$ cat src/rtl/io_ef_pkg.sv
// Shared constants and address-translate helpers for the I/O empty/full pipeline.
package io_ef_pkg;

    localparam int MAX_PORT_COUNT = 32;
    localparam int MAX_PIPE_DEPTH = 8;

    function automatic logic port_hit(input logic [31:0] addr,
                                      input logic [31:0] base,
                                      input int unsigned count);
        logic [32:0] limit;
        limit = {1'b0, base} + 33'(count);
        return (addr >= base) && ({1'b0, addr} < limit);
    endfunction

    function automatic logic [31:0] port_index(input logic [31:0] addr,
                                               input logic [31:0] base);
        return addr - base;
    endfunction

endpackage

$ cat src/rtl/io_ef_lookup.sv
// One operand channel: address translate, empty/full select and in-flight test.
module io_ef_lookup
    import io_ef_pkg::*;
#(
    parameter int          ADDR_WIDTH     = 10,
    parameter int          PORT_COUNT     = 8,
    parameter int unsigned PORT_BASE_ADDR = 0,
    parameter bit          IS_WRITE       = 1'b0
) (
    input  logic [ADDR_WIDTH-1:0] addr,
    input  logic                  used,
    input  logic [PORT_COUNT-1:0] ef,
    input  logic [PORT_COUNT-1:0] in_flight,
    output logic                  block,
    output logic [PORT_COUNT-1:0] select
);

    logic [31:0] addr_ext;
    logic [31:0] offset;
    logic        hit;
    logic        ef_set;
    logic        busy;

    always_comb begin
        addr_ext = 32'(addr);
        hit      = used && port_hit(addr_ext, 32'(PORT_BASE_ADDR), PORT_COUNT);
        offset   = port_index(addr_ext, 32'(PORT_BASE_ADDR));
        select   = '0;
        if (hit) begin
            select = PORT_COUNT'(1) << offset;
        end
        ef_set = |(ef & select);
        busy   = |(in_flight & select);
        // reads stall on an empty port, writes stall on a full one
        block  = hit && (busy || (IS_WRITE ? ef_set : !ef_set));
    end

endmodule

$ cat src/rtl/io_ef_pipeline.sv
// Checks instruction I/O operands against port empty/full flags and delays
// accepted port accesses through a commit pipeline to one-cycle pulses.
module io_ef_pipeline
    import io_ef_pkg::*;
#(
    parameter int          ADDR_WIDTH     = 10,
    parameter int          PORT_COUNT     = 8,
    parameter int unsigned PORT_BASE_ADDR = 0,
    parameter int          READ_CHANNELS  = 2,
    parameter int          PIPE_DEPTH     = 4,
    parameter int          COUNT_WIDTH    = 16
) (
    input  logic                                clock,
    input  logic                                reset_n,
    input  logic [PORT_COUNT-1:0]               in_port_EF,
    input  logic [PORT_COUNT-1:0]               out_port_EF,
    input  logic                                instr_valid,
    input  logic [READ_CHANNELS*ADDR_WIDTH-1:0] read_addr,
    input  logic [ADDR_WIDTH-1:0]               write_addr,
    input  logic                                write_used,
    input  logic                                count_clear,
    output logic                                io_ready,
    output logic                                annul,
    output logic [PORT_COUNT-1:0]               in_port_rden,
    output logic [PORT_COUNT-1:0]               out_port_wren,
    output logic [COUNT_WIDTH-1:0]              annul_count
);

    logic [PORT_COUNT-1:0] rd_stage [PIPE_DEPTH];
    logic [PORT_COUNT-1:0] wr_stage [PIPE_DEPTH];
    logic [PORT_COUNT-1:0] rd_in_flight;
    logic [PORT_COUNT-1:0] wr_in_flight;
    logic [PORT_COUNT-1:0] rd_sel [READ_CHANNELS];
    logic [READ_CHANNELS-1:0] rd_block;
    logic [PORT_COUNT-1:0] wr_sel;
    logic                  wr_block;
    logic [PORT_COUNT-1:0] rd_mask;
    logic                  any_block;
    logic                  go;
    logic                  stop;

    always_comb begin
        rd_in_flight = '0;
        wr_in_flight = '0;
        for (int i = 0; i < PIPE_DEPTH; i++) begin
            rd_in_flight |= rd_stage[i];
            wr_in_flight |= wr_stage[i];
        end
    end

    for (genvar g = 0; g < READ_CHANNELS; g++) begin : g_read
        io_ef_lookup #(
            .ADDR_WIDTH     (ADDR_WIDTH),
            .PORT_COUNT     (PORT_COUNT),
            .PORT_BASE_ADDR (PORT_BASE_ADDR),
            .IS_WRITE       (1'b0)
        ) u_lookup (
            .addr      (read_addr[g*ADDR_WIDTH +: ADDR_WIDTH]),
            .used      (1'b1),
            .ef        (in_port_EF),
            .in_flight (rd_in_flight),
            .block     (rd_block[g]),
            .select    (rd_sel[g])
        );
    end

    io_ef_lookup #(
        .ADDR_WIDTH     (ADDR_WIDTH),
        .PORT_COUNT     (PORT_COUNT),
        .PORT_BASE_ADDR (PORT_BASE_ADDR),
        .IS_WRITE       (1'b1)
    ) u_write_lookup (
        .addr      (write_addr),
        .used      (write_used),
        .ef        (out_port_EF),
        .in_flight (wr_in_flight),
        .block     (wr_block),
        .select    (wr_sel)
    );

    // duplicate read channels on one port collapse into a single mask bit
    always_comb begin
        rd_mask   = '0;
        any_block = wr_block;
        for (int ch = 0; ch < READ_CHANNELS; ch++) begin
            rd_mask   |= rd_sel[ch];
            any_block |= rd_block[ch];
        end
        go   = instr_valid && !any_block;
        stop = instr_valid && any_block;
    end

    always_ff @(posedge clock) begin
        if (!reset_n) begin
            io_ready      <= 1'b0;
            annul         <= 1'b0;
            rd_stage      <= '{default: '0};
            wr_stage      <= '{default: '0};
            in_port_rden  <= '0;
            out_port_wren <= '0;
        end else begin
            io_ready    <= go;
            annul       <= stop;
            rd_stage[0] <= go ? rd_mask : '0;
            wr_stage[0] <= go ? wr_sel : '0;
            for (int i = 1; i < PIPE_DEPTH; i++) begin
                rd_stage[i] <= rd_stage[i-1];
                wr_stage[i] <= wr_stage[i-1];
            end
            in_port_rden  <= rd_stage[PIPE_DEPTH-1];
            out_port_wren <= wr_stage[PIPE_DEPTH-1];
        end
    end

    always_ff @(posedge clock) begin
        if (!reset_n) begin
            annul_count <= '0;
        end else if (count_clear) begin
            annul_count <= '0;
        end else if (annul && !(&annul_count)) begin
            annul_count <= annul_count + COUNT_WIDTH'(1);
        end
    end

endmodule

$ cat config.mk
export PLATFORM = sky130hd
export DESIGN_NAME = io_ef_pipeline
export DESIGN_NICKNAME = d
export VERILOG_FILES = /design/src/rtl/io_ef_pkg.sv /design/src/rtl/io_ef_lookup.sv /design/src/rtl/io_ef_pipeline.sv
export SDC_FILE = /design/constraint.sdc
export NUM_CORES = 1
export LEC_CHECK = 0
export ABC_AREA = 1
export CAP_MARGIN = 30
export CORE_MARGIN = 5
export CORE_UTILIZATION = 35
export CTS_BUF_LIST = sky130_fd_sc_hd__clkbuf_4 sky130_fd_sc_hd__clkbuf_8 sky130_fd_sc_hd__clkbuf_16
export DETAILED_ROUTE_END_ITERATION = 16
export SETUP_SLACK_MARGIN = 0.5
export SYNTH_ARGS = -nofsm -noshare
export SYNTH_HDL_FRONTEND = slang
export SYNTH_HIERARCHICAL = 1
export SYNTH_SLANG_ARGS = --single-unit
$ cat constraint.sdc
create_clock -name clock -period 6.5 [get_ports clock]
set_clock_uncertainty 0.05 [all_clocks]
set_input_delay 0.65 -clock clock [delete_from_list [all_inputs] [get_ports clock]]
set_output_delay 0.65 -clock clock [all_outputs]
set_load 0.03 [all_outputs]
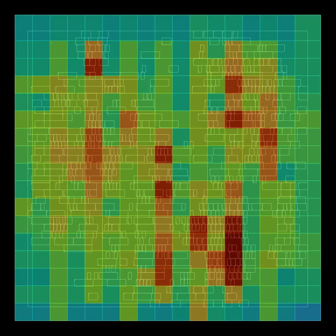
Figure 1: run 1, routing congestion.
Layout Utilization: 0.463
routing usage on met2: 0.216
GRT Resource Usage Total: 0.142
met1 Use GR: 0.186

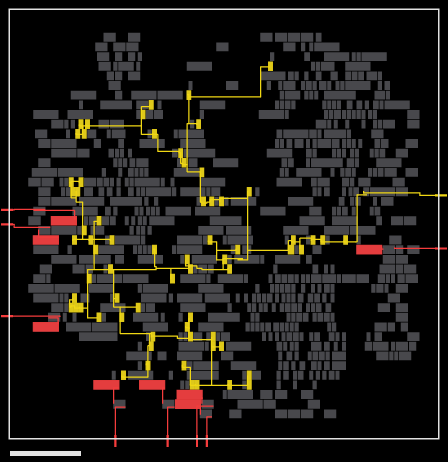
Figure 2: run 1, wires at chosen ports, followed through buffers.
The bar under the picture is 20 um long.
Key: yellow = reset_n [bits 1, direction input, edge right, end cells 67, buffers 2, wire 518 um]; red = in_port_rden [bits 8, direction output, edge 4 bottom, 3 left, 1 right, end cells 8, buffers 8, wire 130 um]

==> metrics.log, run 1 <==
[report] implementation figures
[metrics] number of maximum-capacitance constraint violations: 0
[metrics] Largest logic family: simple AND/OR/NAND/NOR gates
[metrics] post-synth area from yosys stat: 4280 um2
[metrics] data arrival at the endpoint of the critical path: 3.17 ns
[metrics] area share of xor/xnor cells in the synthesized design: 0
[metrics] instance area at placement: 5270 um2
[metrics] Worst-path clk slew: 0.06 ns
[metrics] synthesized area per cell: 7.01 um2
[metrics] Final Power: 1.19 mW
[metrics] status: finished, final reports clean
[metrics] area share of the largest cell type after synthesis: 0.459
[metrics] count of unique library cells instantiated by Yosys: 30
[metrics] Least-Margin Pin Slew: 0.704 ns
[metrics] dominant cell by count in the synthesized netlist: inv_1
[metrics] reported leakage power: 2.81 nW
[metrics] highest achievable clock rate: 336 MHz
[metrics] total number of warnings across the stage logs: 26
[metrics] total number of H-tree levels: 3
[metrics] post-CTS setup buffer count: 0
[metrics] Worst Min Path Start: rd_stage[9]$_SDFF_PN0_
[metrics] most common logic cell in the routed design: inv_1
[metrics] Chip Height: 121 um
[metrics] routability congestion estimate: 0.943
[metrics] number of ports placed on the die boundary: 85
[metrics] aoi share: 0.0298
[metrics] global route total overflow: 0
[metrics] Top cells excl fill/tap: inv_1 (131), nand2_1 (130), dfxtp_1 (98), nor2_1 (96), clkdlybuf4s50_1 (83)
[metrics] min-delay worst type: reg2reg
[metrics] total wire length after detailed routing: 9.88 mm
[metrics] number of setup violations in the final report: 0
[metrics] maximum number of pins on one net before global-route repair: 45
[metrics] average via count per standard cell: 4.58
[metrics] chip area: 14500 um2
[metrics] source of the critical timing path: read_addr[5]
[metrics] TritonCTS clock tree: built
[metrics] launch point of the worst reg-to-reg path: wr_stage[20]$_SDFF_PN0_
[metrics] number of global-route vias before repair: 3741
[metrics] count of hold-fix buffers inserted at cts: 0
[metrics] TritonCTS sink count: 98
[metrics] pre-CTS worst setup slack: 3.14 ns
[metrics] register area share after synthesis: 0.459
[metrics] fraction of layout instances using a drive strength above 1: 0.0798
[metrics] chip width: 121 um
[metrics] number of instances on the worst hold path: 2
[metrics] violation count after the first detailed-routing iteration: 245
[metrics] fin cells: 849
[metrics] type of element launching the critical path: input pin
[metrics] Starting Density: 0.356
[metrics] Top area cell types: dfxtp_1 (46%), inv_1 (11%), nand2_1 (11%), nor2_1 (8.4%), nand3_1 (6.4%)
[metrics] r2r setup slk: 3.79 ns
[metrics] placeable core region: 12000 um2
[metrics] area fraction in and, or, nand and nor cells after synthesis: 0.377
[metrics] Max transition margin: 0.529
[metrics] count of library flops with an enable pin: 0
[metrics] Pwr Density: 213 nW/um2
[metrics] Port Buffer Count: 84
[metrics] summed negative setup slack over all endpoints: 0 ns
[metrics] critical path endpoint category: flop
[metrics] wire length of the first global-routing pass: 16.7 mm
[metrics] unrepaired setup endpoints after global routing: false
[metrics] worst hold slack: 0.371 ns
[metrics] FF+latch count, synth: 98
[metrics] via count: 3891
[metrics] Crit Path Max Fanout: 17
[metrics] ys async rst share: 0
[metrics] drt drc: 0
[metrics] count of antenna diodes in the layout: 0
[metrics] post-layout period usage of the worst path: 0.457
[metrics] commonest cells in the synthesized netlist: inv_1 (131), nand2_1 (130), dfxtp_1 (98), nor2_1 (96), nand3_1 (55)
[metrics] end point of the worst hold path: rd_stage[1]$_SDFF_PN0_
[metrics] standard-cell rows: 40
[metrics] R2R depth: 9
[metrics] required time of the worst setup path: 6.70 ns
[metrics] DRT Pass-1 Iters: 5
[metrics] endpoint of the worst-slack reg-to-reg timing path: rd_stage[25]$_SDFF_PN0_
[metrics] Max rail drop VDD: 0.154 mV
[metrics] antenna violation net count after detailed routing: 0
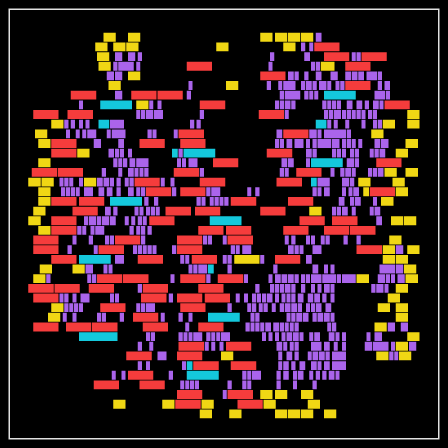
Figure 3: run 1, placement by cell class.
Key: yellow = other buffers and delay cells [cells 86, share of their area 16%]; cyan = clock drivers and dummy loads [cells 16, share of their area 5.4%]; red = flip-flops [cells 98, share of their area 36%]; purple = all other logic [cells 502, share of their area 42%]

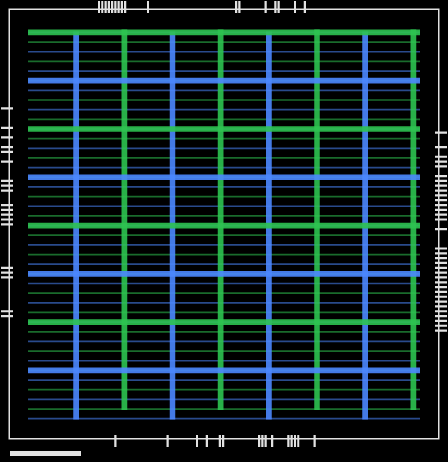
Figure 4: run 1, supply network.
The bar under the picture is 20 um long. Pins as bars on the die edge.
Key: green = VDD; blue = VSS
41 met1 rails follow the rows. The core has 40 rows. 8 straps on met4. 85 signal pins sit on the boundary.

run 1: cell families after synthesis:
| kind of cell | Yosys count |
|---|---|
| other | 1 |
| and+or+nand+nor | 345 |
| DFF | 98 |
| buffers and inverters | 143 |
| adders and majority gates | 1 |
| AOI/OAI and AO/OA | 22 |
run 1: power breakdown:
part / internal, mW / total (mW) / switching (mW)
combinational: 0.0336 / 0.0605 / 0.0269
clock: 0.298 / 0.524 / 0.226
sequential: 0.601 / 0.601 / 0.000374
total: 0.932 / 1.19 / 0.253
run 1: state kept, by name, summed over array words and instances (netlist names):
register,cells
rd_stage,32
wr_stage,32
annul_count,16
in_port_rden,8
out_port_wren,8
annul,1
io_ready,1
run 1: per-layer routing:
layer	up-vias	part of all wire	GRT usage
met2	131	0.43	0.216
met5	-	0	0
met3	26	0.067	0.0407
met4	0	0.027	0.0680
li1	2027	-	-
met1	1707	0.47	0.186
run 1: worst max-delay path, cell delays in order:
cell and delay (ns):
clkdlybuf4s50_1 0.41, nor2_2 0.17, nand4_1 0.19, nor2_1 0.33, nand3_1 0.13, nand2_1 0.08, nor2_1 0.04, nand2_1 0.07
a21oi_2 0.05, nor3_1 0.24, nand3_1 0.54, nor2_1 0.27
run 1: area by class of cell:
class,instances,area (um2)
Fill cell,1209,6450
Sequential cell,98,1960
Multi-Input combinational cell,370,1760
Timing Repair Buffer,86,867
Inverter,132,495
Clock buffer,9,225
Tap cell,147,184
Clock inverter,7,67.6
==> run 1 -> run 2 <==
- clock period: 6.5 -> 3 ns (I/O delays scaled with it)
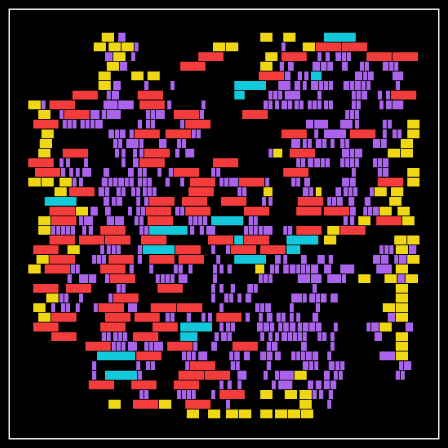
Figure 5: run 2, placement by cell class.
Key: red = flip-flops [cells 98, share of their area 36%]; yellow = other buffers and delay cells [cells 87, share of their area 16%]; cyan = clock drivers and dummy loads [cells 16, share of their area 6.2%]; purple = all other logic [cells 502, share of their area 42%]
sequential portion of the cell area: 0.350
placeable core region: 12000 um2

==> metrics.log, run 2 <==
[report] implementation figures
[metrics] number of buffers added by the clock tree synthesis step: 9
[metrics] cell at the slowest stage of the critical path: or4_1
[metrics] number of global-route vias before repair: 3574 (-4.5%)
[metrics] Pwr Density: 481 nW/um2 (+130%)
[metrics] Critical Path, Cell by Cell: or4_1, or2_2, nand3_1, nand2_1, nor2_1, nand3_1, nor3_2, nand3_1, buf_4, nor2_1
[metrics] maximum number of pins on one net before global-route repair: 64 (+42%)
[metrics] source of the critical timing path: wr_stage[17]$_SDFF_PN0_
[metrics] DRT Pass-1 Iters: 4 (-1)
[metrics] wire length of the first global-routing pass: 16.8 mm (+0.45%)
[metrics] Multi-input gate area: 1780 um2 (+0.85%)
[metrics] dominant cell by count in the synthesized netlist: inv_1
[metrics] data arrival at the endpoint of the critical path: 2.52 ns (-0.65 ns)
[metrics] cell count listed in synth_stat.txt: 610
[metrics] total wire length after detailed routing: 10.4 mm (+4.8%)
[metrics] number of instances on the worst hold path: 3 (+1)
[metrics] Port Buffer Count: 84 (unchanged)
[metrics] Worst-path clk slew: 0.07 ns (about the same)
[metrics] most common logic cell in the routed design: inv_1
[metrics] Crit Path Max Fanout: 17 (unchanged)
[metrics] R2R depth: 10 (+1)
[metrics] worst hold slack: 0.175 ns (-0.196 ns)
[metrics] leading registers by flop count: rd_stage x32, wr_stage x32, annul_count x16
[metrics] cell family with the largest share of critical-path delay: simple AND/OR/NAND/NOR gates
[metrics] number of setup violations in the final report: 0 (unchanged)
[metrics] summed negative setup slack over all endpoints: 0 ns (unchanged)
[metrics] root buffer cell: clkbuf_16
[metrics] total number of H-tree levels: 3 (unchanged)
[metrics] post-synth top area cell: dfxtp_1
[metrics] end point of the worst hold path: in_port_rden[7]$_SDFF_PN0_
[metrics] post-layout period usage of the worst path: 0.764
[metrics] routing layer with the top usage in global route: met2
[metrics] Least-Margin Pin Slew: 0.572 ns (-0.132 ns)
[metrics] standard-cell rows: 40 (unchanged)
[metrics] buffer levels on the longest clock path: 2
[metrics] GRT Resource Usage Total: 0.146 (+0.00360)
[metrics] Top cells excl fill/tap: inv_1 (131), nand2_1 (130), dfxtp_1 (98), nor2_1 (92), clkdlybuf4s50_1 (83)
[metrics] number of ports placed on the die boundary: 85 (unchanged)
[metrics] violation count after the first detailed-routing iteration: 264 (+7.8%)
[metrics] area share of the largest cell type after synthesis: 0.459 (unchanged)
[metrics] count of library flops with an enable pin: 0 (unchanged)
[metrics] Starting Density: 0.356 (unchanged)
[metrics] Syn. warnings: 6
[metrics] HPWL after DPL: 7.95 mm
[metrics] synthesized area per cell: 7.01 um2 (unchanged)
[metrics] global route total overflow: 0 (unchanged)
[metrics] via count: 3855 (-0.93%)
[metrics] number of maximum-capacitance constraint violations: 0 (unchanged)
[metrics] count of antenna diodes in the layout: 0 (unchanged)
[metrics] worst path bufs/invs: 1 (unchanged)
[metrics] routing usage on met3: 0.0463 (+0.00561)
[metrics] total met2 wirelength after detailed routing: 4.60 mm (+7.5%)
[metrics] most frequent cell on the critical path: nand3_1
[metrics] fraction of layout instances using a drive strength above 1: 0.0882 (+0.00842)
[metrics] area taken by flip-flops and latches: 1960 um2 (unchanged)
[metrics] synthesized instance count: 610
[metrics] average via count per standard cell: 4.54 (-1.0%)
[metrics] drt drc: 0 (unchanged)
[metrics] sum of met3 wire segment lengths after detailed routing: 703 um (+6.7%)
[metrics] fin cells: 850 (+0.12%)
[metrics] highest metal layer with signal wires: met4
[metrics] max-slew violation count: 0
[metrics] type of element launching the critical path: flop
[metrics] post-synth area from yosys stat: 4280 um2 (unchanged)
[metrics] path length in cells of the critical path: 10 (-2)
[metrics] unrepaired setup endpoints after global routing: false
[metrics] endpoint of the worst-slack reg-to-reg timing path: rd_stage[28]$_SDFF_PN0_
[metrics] Top area cell types: dfxtp_1 (46%), inv_1 (11%), nand2_1 (11%), nor2_1 (8.4%), nand3_1 (6.4%)
[metrics] FF+latch count, synth: 98 (unchanged)
[metrics] TritonCTS clock tree: built
[metrics] commonest cells in the synthesized netlist: inv_1 (131), nand2_1 (130), dfxtp_1 (98), nor2_1 (96), nand3_1 (55)
[metrics] TritonCTS sink count: 98 (unchanged)
[metrics] ys async rst share: 0 (unchanged)
[metrics] routed length on met1: 4.88 mm (+4.3%)
[metrics] routing usage on met2: 0.231 (+0.0143)
[metrics] Worst Min Path Start: reset_n
[metrics] total number of warnings across the stage logs: 26 (unchanged)
[metrics] critical path endpoint category: flop
[metrics] launch point of the worst reg-to-reg path: wr_stage[17]$_SDFF_PN0_
[metrics] met1 Use GR: 0.186 (-0.000217)
[metrics] post-CTS setup buffer count: 0 (unchanged)
[metrics] count of unique library cells instantiated by Yosys: 30 (unchanged)
[metrics] count of hold-fix buffers inserted at cts: 0 (unchanged)
[metrics] register area share after synthesis: 0.459 (unchanged)
[metrics] Max transition margin: 0.619 (+0.0895)
[metrics] Late-Pin Clk Latency: 0.34 ns
[metrics] reported leakage power: 2.82 nW (+0.36%)
[metrics] Post-synth top flop: dfxtp_1
[metrics] final number of hold-violating endpoints: 0
[metrics] Area growth syn-to-layout: 31.1%
[metrics] per-cell routed wire length: 12.2 um
[metrics] number of filler cells placed in the layout: 1214 (+0.41%)
[metrics] minimum clock period after layout: 2.29 ns
[metrics] required time of the worst setup path: 3.23 ns (-3.47 ns)
[metrics] antenna violation net count after detailed routing: 0 (unchanged)
[metrics] post-layout net count: 750
[metrics] number of cells in the design after placement: 834
[metrics] routability congestion estimate: 0.936 (-0.81%)
[metrics] min-delay worst type: in2reg
[metrics] post-synth design cell area: 4280 um2
[metrics] r2r setup slk: 0.71 ns (-3.08 ns)
[metrics] antenna violations before repair: 0
[metrics] maximum cell stage delay along the critical path: 0.50 ns (-0.04 ns)
[metrics] status: finished, final reports clean
[metrics] highest achievable clock rate: 436 MHz
[metrics] chip area: 14500 um2 (unchanged)
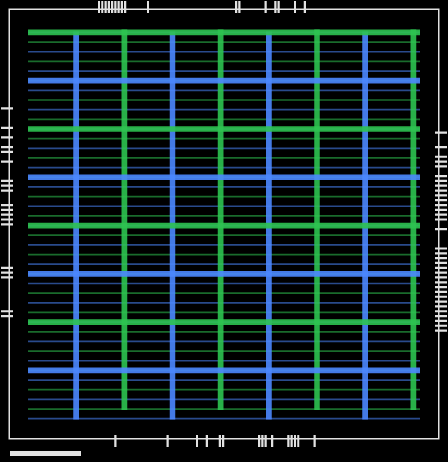
Figure 6: run 2, supply network.
The bar under the picture is 20 um long. Pins as bars on the die edge.
Key: green = VDD; blue = VSS
41 met1 rails follow the rows. The core has 40 rows. 8 straps on met5.
Chip Height: 121 um
chip width: 121 um
Max rail drop VDD: 0.434 mV

run 2: worst reg2reg max path: stages (launching register included):
cell and delay (ns):
dfxtp_1 0.31, or4_1 0.50, or2_2 0.31, nand3_1 0.08, nand2_1 0.06, nor2_1 0.09
nand3_1 0.17, nor3_2 0.22, nand3_1 0.10, buf_4 0.21, nor2_1 0.12
run 2: power breakdown:
part | switching [mW] | internal [mW]
registers | 0.000680 | 1.30
clock network | 0.502 | 0.763
logic | 0.0585 | 0.0716
total | 0.561 | 2.14
run 2: layout make-up:
class / count / share of cell area
repair buffers: 87 / 0.153
flip-flops and latches: 98 / 0.350
multi-input cells: 370 / 0.316
well taps: 147 / 0.0328
inverters: 132 / 0.0883
clock inverters: 6 / 0.0172
clock buffers: 10 / 0.0426
run 2: logic make-up (layout without fill, tap and decap cells):
kind of cell | count (synthesis) | in the layout | share of synthesized area
AOI/OAI and AO/OA | 22 | 22 | 0.0298
DFF | 98 | 98 | 0.459
and+or+nand+nor | 345 | 345 | 0.377
adders and majority gates | 1 | 1 | 0.00292
buffers and inverters | 143 | 235 | 0.131
other | 1 | 2 | 0.000877
run 2: repair_timing:
item / in CTS / in global routing
hold endpoints to repair: 0 / 0
resized: 0 / 5
endpoints found under the setup margin: 0 / 16
run 2: through the flow:
| stage | total power, mW | utilization | worst slack [ns] | area [um2] |
|---|---|---|---|---|
| global route | 2.81 | 0.467 | 0.538 | 5610 |
| detailed placement | 1.46 | 0.438 | 0.301 | 5260 |
| floorplan | 1.38 | - | 0.794 | 4280 |
| finish | 2.70 | 0.467 | 0.709 | 5610 |
| CTS | 2.75 | 0.466 | 0.661 | 5600 |
| global placement | 1.46 | 0.438 | 0.288 | 5260 |
Power and IR drop assume default switching activity.
